## src/rtl/periph_interconnect.sv

```systemverilog
// Single-master to NUM_SLV-slave bus with base/mask decode, in-order outstanding FIFO and timeout flush.
// Grant is combinational from the selected slave; responses follow FIFO order, and accepts stall while full or switching slaves.
module periph_interconnect #(
  parameter int NUM_SLV   = 8,
  parameter int ADDR_W    = 32,
  parameter int DATA_W    = 32,
  parameter int MAX_OUTST = 4,
  parameter int TIMEOUT   = 255,
  parameter int QUIET_CYC = 16,
  parameter logic [NUM_SLV*ADDR_W-1:0] SLV_BASE = '0,
  parameter logic [NUM_SLV*ADDR_W-1:0] SLV_MASK = '0
) (
  input  logic                      clk,
  input  logic                      rst,
  input  logic                      m_req,
  input  logic                      m_we,
  input  logic [DATA_W/8-1:0]       m_be,
  input  logic [ADDR_W-1:0]         m_addr,
  input  logic [DATA_W-1:0]         m_wdata,
  output logic                      m_gnt,
  output logic                      m_rvalid,
  output logic [DATA_W-1:0]         m_rdata,
  output logic                      m_err,
  output logic [NUM_SLV-1:0]        s_req,
  output logic                      s_we,
  output logic [DATA_W/8-1:0]       s_be,
  output logic [ADDR_W-1:0]         s_addr,
  output logic [DATA_W-1:0]         s_wdata,
  input  logic [NUM_SLV-1:0]        s_gnt,
  input  logic [NUM_SLV-1:0]        s_rvalid,
  input  logic [NUM_SLV*DATA_W-1:0] s_rdata,
  input  logic [NUM_SLV-1:0]        s_err,
  output logic                      tmo_pulse,
  output logic [3:0]                tmo_slv
);

  localparam int PTR_W  = $clog2(MAX_OUTST);
  localparam int CNT_W  = PTR_W + 1;
  localparam int WCNT_W = $clog2(TIMEOUT + 1) + 1;
  localparam int QCNT_W = $clog2(QUIET_CYC + 1) + 1;

  typedef enum logic [1:0] {ST_RUN, ST_FLUSH, ST_QUIET} state_e;
  typedef struct packed {
    logic [3:0] idx;
    logic       decerr;
  } ent_t;

  state_e             state_q, state_d;
  ent_t               fifo_q [MAX_OUTST];
  ent_t               tail_q, tail_d, head, push_ent;
  logic [PTR_W-1:0]   wr_ptr_q, wr_ptr_d, rd_ptr_q, rd_ptr_d;
  logic [CNT_W-1:0]   cnt_q, cnt_d;
  logic [WCNT_W-1:0]  wcnt_q, wcnt_d;
  logic [QCNT_W-1:0]  qcnt_q, qcnt_d;
  logic               tmo_pulse_q, tmo_pulse_d;
  logic [3:0]         tmo_slv_q, tmo_slv_d;
  logic               hit_any;
  logic [3:0]         hit_idx;
  logic               empty, full, ok, push, pop;
  logic               h_rvalid, h_err;
  logic [DATA_W-1:0]  h_rdata;

  assign empty = (cnt_q == '0);
  assign full  = (cnt_q == CNT_W'(MAX_OUTST));
  assign head  = fifo_q[rd_ptr_q];

  // Descending scan so the lowest matching index wins on overlapping windows.
  always_comb begin
    hit_any = 1'b0;
    hit_idx = '0;
    for (int i = NUM_SLV - 1; i >= 0; i--) begin
      if ((m_addr & SLV_MASK[i*ADDR_W +: ADDR_W]) == SLV_BASE[i*ADDR_W +: ADDR_W]) begin
        hit_any = 1'b1;
        hit_idx = 4'(i);
      end
    end
  end

  always_comb begin
    h_rvalid = 1'b0;
    h_rdata  = '0;
    h_err    = 1'b0;
    for (int i = 0; i < NUM_SLV; i++) begin
      if (head.idx == 4'(i)) begin
        h_rvalid = s_rvalid[i];
        h_rdata  = s_rdata[i*DATA_W +: DATA_W];
        h_err    = s_err[i];
      end
    end
  end

  // Only new requests to the slave already at the tail may overtake nothing, keeping responses in order.
  assign ok = rst && (state_q == ST_RUN) && !full &&
              (empty || (hit_idx == tail_q.idx)) && !(!empty && tail_q.decerr);

  assign s_we      = rst & m_we;
  assign s_be      = rst ? m_be : '0;
  assign s_addr    = rst ? m_addr : '0;
  assign s_wdata   = rst ? m_wdata : '0;
  assign tmo_pulse = tmo_pulse_q;
  assign tmo_slv   = tmo_slv_q;

  always_comb begin
    for (int i = 0; i < NUM_SLV; i++) begin
      s_req[i] = m_req && ok && hit_any && (hit_idx == 4'(i));
    end
    m_gnt           = hit_any ? |(s_req & s_gnt) : (m_req && ok);
    push            = m_gnt;
    push_ent.idx    = hit_idx;
    push_ent.decerr = !hit_any;

    m_rvalid = 1'b0;
    m_rdata  = '0;
    m_err    = 1'b0;
    if (!empty) begin
      if (state_q == ST_FLUSH) begin
        m_rvalid = 1'b1;
        m_err    = 1'b1;
        m_rdata  = DATA_W'(32'hDEAD_BEEF);
      end else if (state_q == ST_RUN) begin
        if (head.decerr) begin
          m_rvalid = 1'b1;
          m_err    = 1'b1;
        end else if (h_rvalid) begin
          m_rvalid = 1'b1;
          m_rdata  = h_rdata;
          m_err    = h_err;
        end
      end
    end
    pop = m_rvalid;

    cnt_d       = cnt_q + CNT_W'(push) - CNT_W'(pop);
    wr_ptr_d    = push ? wr_ptr_q + PTR_W'(1) : wr_ptr_q;
    rd_ptr_d    = pop ? rd_ptr_q + PTR_W'(1) : rd_ptr_q;
    tail_d      = push ? push_ent : tail_q;
    state_d     = state_q;
    wcnt_d      = wcnt_q;
    qcnt_d      = qcnt_q;
    tmo_pulse_d = 1'b0;
    tmo_slv_d   = tmo_slv_q;

    case (state_q)
      ST_RUN: begin
        if (empty || pop) begin
          wcnt_d = '0;
        end else if (wcnt_q == WCNT_W'(TIMEOUT)) begin
          state_d     = ST_FLUSH;
          tmo_pulse_d = 1'b1;
          tmo_slv_d   = head.idx;
          wcnt_d      = '0;
        end else begin
          wcnt_d = wcnt_q + WCNT_W'(1);
        end
      end
      ST_FLUSH: begin
        if (cnt_d == '0) begin
          state_d = ST_QUIET;
          qcnt_d  = '0;
        end
      end
      default: begin
        // Late responses from the flushed slave land here and are simply not forwarded.
        if (qcnt_q == QCNT_W'(QUIET_CYC - 1)) begin
          state_d = ST_RUN;
          qcnt_d  = '0;
        end else begin
          qcnt_d = qcnt_q + QCNT_W'(1);
        end
      end
    endcase
  end

  always_ff @(posedge clk or negedge rst) begin
    if (!rst) begin
      state_q     <= ST_RUN;
      tail_q      <= '0;
      wr_ptr_q    <= '0;
      rd_ptr_q    <= '0;
      cnt_q       <= '0;
      wcnt_q      <= '0;
      qcnt_q      <= '0;
      tmo_pulse_q <= 1'b0;
      tmo_slv_q   <= '0;
      for (int i = 0; i < MAX_OUTST; i++) fifo_q[i] <= '0;
    end else begin
      state_q     <= state_d;
      tail_q      <= tail_d;
      wr_ptr_q    <= wr_ptr_d;
      rd_ptr_q    <= rd_ptr_d;
      cnt_q       <= cnt_d;
      wcnt_q      <= wcnt_d;
      qcnt_q      <= qcnt_d;
      tmo_pulse_q <= tmo_pulse_d;
      tmo_slv_q   <= tmo_slv_d;
      if (push) fifo_q[wr_ptr_q] <= push_ent;
    end
  end

endmodule

```

## config.mk

```make
export PLATFORM = sky130hd
export DESIGN_NAME = periph_interconnect
export DESIGN_NICKNAME = d
export VERILOG_FILES = /design/src/rtl/periph_interconnect.sv
export SDC_FILE = /design/constraint.sdc
export NUM_CORES = 1
export LEC_CHECK = 0
export CORE_AREA = 2 2 184 186
export CTS_BUF_LIST = sky130_fd_sc_hd__clkbuf_8
export DETAILED_ROUTE_END_ITERATION = 8
export DIE_AREA = 0 0 186 188
export RECOVER_POWER = 50
export SETUP_SLACK_MARGIN = 0.02
export SKIP_CTS_REPAIR_TIMING = 1
export SYNTH_ARGS = -nofsm -noshare
export SYNTH_HDL_FRONTEND = slang
export SYNTH_SLANG_ARGS = --single-unit
```

## constraint.sdc

```tcl
create_clock -name clk -period 12.33 [get_ports clk]
set_input_delay 2.466 -clock clk [delete_from_list [all_inputs] [get_ports clk]]
set_output_delay 2.466 -clock clk [all_outputs]
set_load 0.1 [all_outputs]
```

==> run_results.csv, run 1 <==
group,metric,value,unit
critical_path,rrSetupSlack,6.49,ns
cts,numCtsBuffers,5,
power,p_comb_frac,0.717,
global_route,busiest_layer,"met2",
critical_path,crit_arrival,6.53,ns
place,placed_area,0.0103,mm²
status,status,"finished clean",
power,internal-power,0.474,mW
power,power_frac_seq,0.190,
place,io_buffers,454,
drt,dr.first_iter.drc_count,369,
logic_synthesis,ff_type,"dfrtp_1",
layout,stdcell_count,1619,
logic_synthesis,edf_count,0,
cts,cts_buffer_depth,2,
critical_path,path_max_fanout,32,
place,dp.final_hpwl,24000,µm
min_path,worstHoldEndpoint,"tmo_slv[0]",
logic_synthesis,yosysMostFrequentCell,"nand2_1",
layout,comb_cells,638,
cts,clock_sinks,49,
cts,clock_latency,0.30,ns
logic_synthesis,mux_area_frac,0.0422,
critical_path,path_class,"input pin to output pin",
logic_synthesis,ys_types,60,
layout,fin_nets,1530,
sta,setup_tns,0,ns
critical_path,slowest_stage,"clkdlybuf4s50_1",
place,place_congestion,0.901,
global_route,grt_max_degree,103,
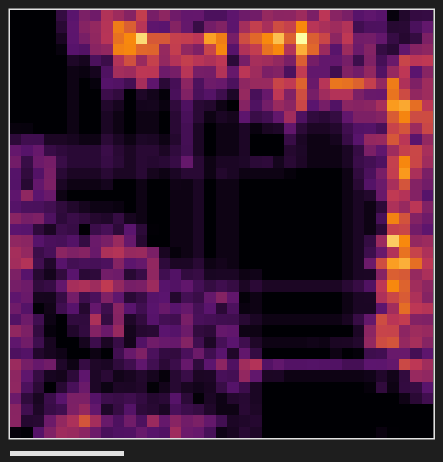
run_1/route_heat.png
The bar under the picture is 50 µm long. The die is cut into 37 by 38 equal tiles; black is low, pale yellow is high, scaled to the fullest tile. Values are wire area over tile area, all layers added.
fullest tile = 0.74
nearly empty tiles = 21%
emptiest ninth of the die = center
densest ninth of the die = north-east
mean over tiles = 0.14
tiles over half the peak = 7.5%

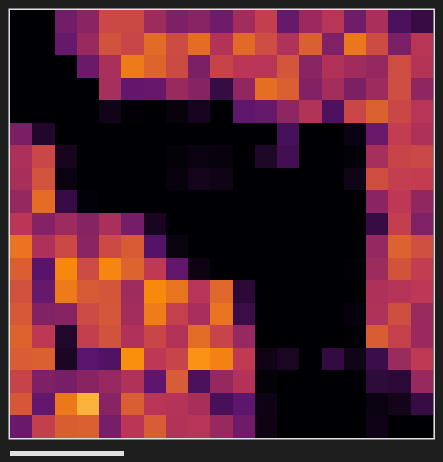
run_1/util_map.png
The bar under the picture is 50 µm long. The die is cut into 19 by 19 equal tiles; black is low, pale yellow is high, 0 to 100% covered.
tiles over 75% full = 0.80%
mean over tiles = 28%
densest ninth of the die = south-west
emptiest ninth of the die = center
fullest tile = 83%

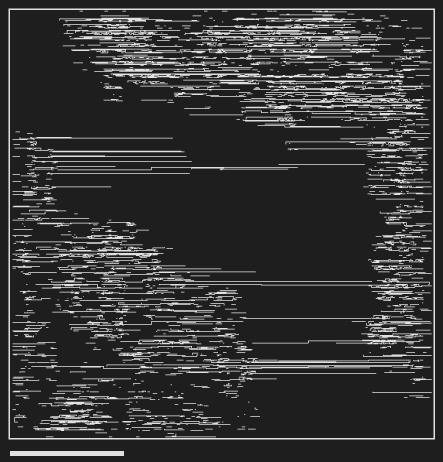
run_1/m1.png
The bar under the picture is 50 µm long.
longest straight run = 87.4 µm
wire length on this layer = 13100 µm
nets with wire on the layer = 1356
main direction = horizontal
share of all routed wire = 42%
Routed WL: 30900 µm
M1 GR Usage: 0.211
via count: 7458

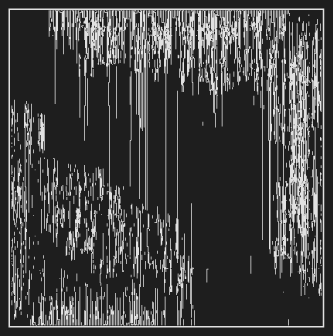
run_1/m2.png
main direction = vertical
share of all routed wire = 48%
longest straight run = 133 µm
wire length on this layer = 14900 µm
nets with wire on the layer = 1261
Global Route met2 Usage: 0.290

run_1/congestion_map.png
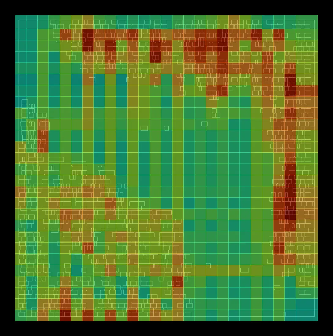

==> run 2, diff against run 1 <==
--- a/config.mk
+++ b/config.mk
@@ -5,10 +5,10 @@
 export SDC_FILE = /design/constraint.sdc
 export NUM_CORES = 1
 export LEC_CHECK = 0
-export CORE_AREA = 2 2 184 186
+export CORE_AREA = 2 2 181 183
 export CTS_BUF_LIST = sky130_fd_sc_hd__clkbuf_8
 export DETAILED_ROUTE_END_ITERATION = 8
-export DIE_AREA = 0 0 186 188
+export DIE_AREA = 0 0 183 185
 export RECOVER_POWER = 50
 export SETUP_SLACK_MARGIN = 0.02
 export SKIP_CTS_REPAIR_TIMING = 1
==> constraint.sdc (replaced) <==
create_clock -name clk -period 9.4 [get_ports clk]
set_input_delay 1.88 -clock clk [delete_from_list [all_inputs] [get_ports clk]]
set_output_delay 1.88 -clock clk [all_outputs]
set_load 0.1 [all_outputs]
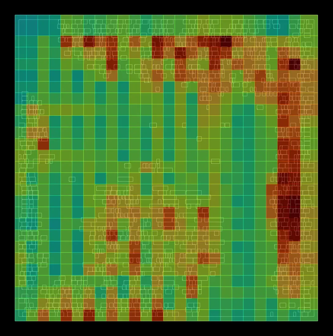
run_2/congestion_map.png
Tot GR Track Use: 0.173
Global Route met2 Usage: 0.301
Global Route met3 Usage: 0.0391
fin util: 0.323

==> run 2 against run 1 <==
The flow now finishes with violations (capacitance limit, slew limit). Worst setup slack got worse by 2.2 ns. Critical path type is now flop to output pin. Critical path depth unchanged. Flip-flop count did not move. Combinational power grew 31%. Via count fell by 0.74%. Global-route usage rose by 0.72 points. Highest routed layer unchanged.
==> run_results.csv, run 2 <==
group,metric,value,unit
place,placed_area,0.0103,mm²
run,drv_cap,1,
critical_path,worstSetupStartpointType,"flop",
global_route,grt_max_degree,72,
critical_path,path_max_fanout,32,
logic_synthesis,ff_type,"dfrtp_1",
sta,fin_skew,0.0135,ns
critical_path,slowest_stage,"clkdlybuf4s50_1",
cts,numCtsBuffers,5,
logic_synthesis,ys_types,60,
layout,comb_cells,638,
sta,setup_tns,0,ns
power,power_clock,0.129,mW
layout,largest_class,"non-clock buffers",
critical_path,crit_chain,"mux4_2 -> nand2b_4 -> nor2_1 -> nand2_1 -> nor2_1 -> nor2_4 -> nand2_2 -> o21ai_1 -> clkdlybuf4s50_1",
global_route,busiest_layer,"met2",
drt,dr_wl_met3,2530,µm
place,io_buffers,454,
layout,antennaDiodeCount,0,
logic_synthesis,yosysMostFrequentCell,"nand2_1",
critical_path,rrSetupSlack,2.89,ns
power,internal-power,0.615,mW
place,dp.final_hpwl,24000,µm
global_route,met1_usage,0.209,
power,vdd_drop_max,0.0000929,V
drt,dr.first_iter.drc_count,383,
logic_synthesis,netlist.area_leader.share,0.226,
power,finalPower,1.42,mW
logic_synthesis,avgSynthCellArea,7.16,µm²
place,place_congestion,0.828,
power,power_frac_seq,0.190,
cts,clock_sinks,49,
layout,final_cell_area,0.0103,mm²
drt,wire_per_inst,19.7,µm
layout,fin_nets,1531,
status,status,"finished with violations",
cts,clock_latency,0.31,ns
sta,timing.final.crit_share,0.882,
critical_path,r2r-end,"qcnt_q[4]",
cts,cts_buffer_depth,2,
status,violations,"capacitance limit, slew limit",
logic_synthesis,edf_count,0,
critical_path,crit_arrival,6.41,ns
critical_path,path_class,"flop to output pin",
sta,finalMaxSlewViolations,72,
logic_synthesis,mux_area_frac,0.0422,
sta,worstMarginPinSlew,1.96,ns
layout,stdcell_count,1579,
power,p_comb_frac,0.719,
min_path,worstHoldEndpoint,"tmo_slv[3]",
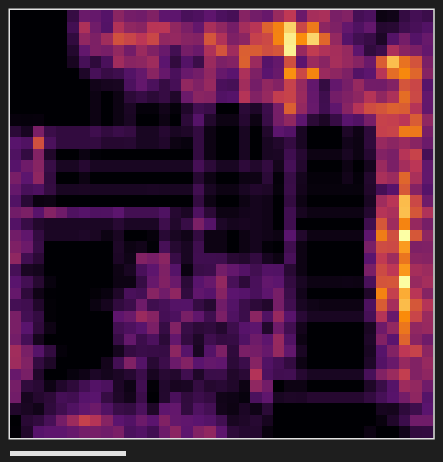
run_2/route_heat.png
The bar under the picture is 50 µm long. The die is cut into 37 by 37 equal tiles; black is low, pale yellow is high, scaled to the fullest tile. Values are wire area over tile area, all layers added.
nearly empty tiles = 22%
emptiest ninth of the die = west
mean over tiles = 0.15
fullest tile = 0.80
Routed WL: 31100 µm
via count: 7403

Power and IR drop assume default switching activity.
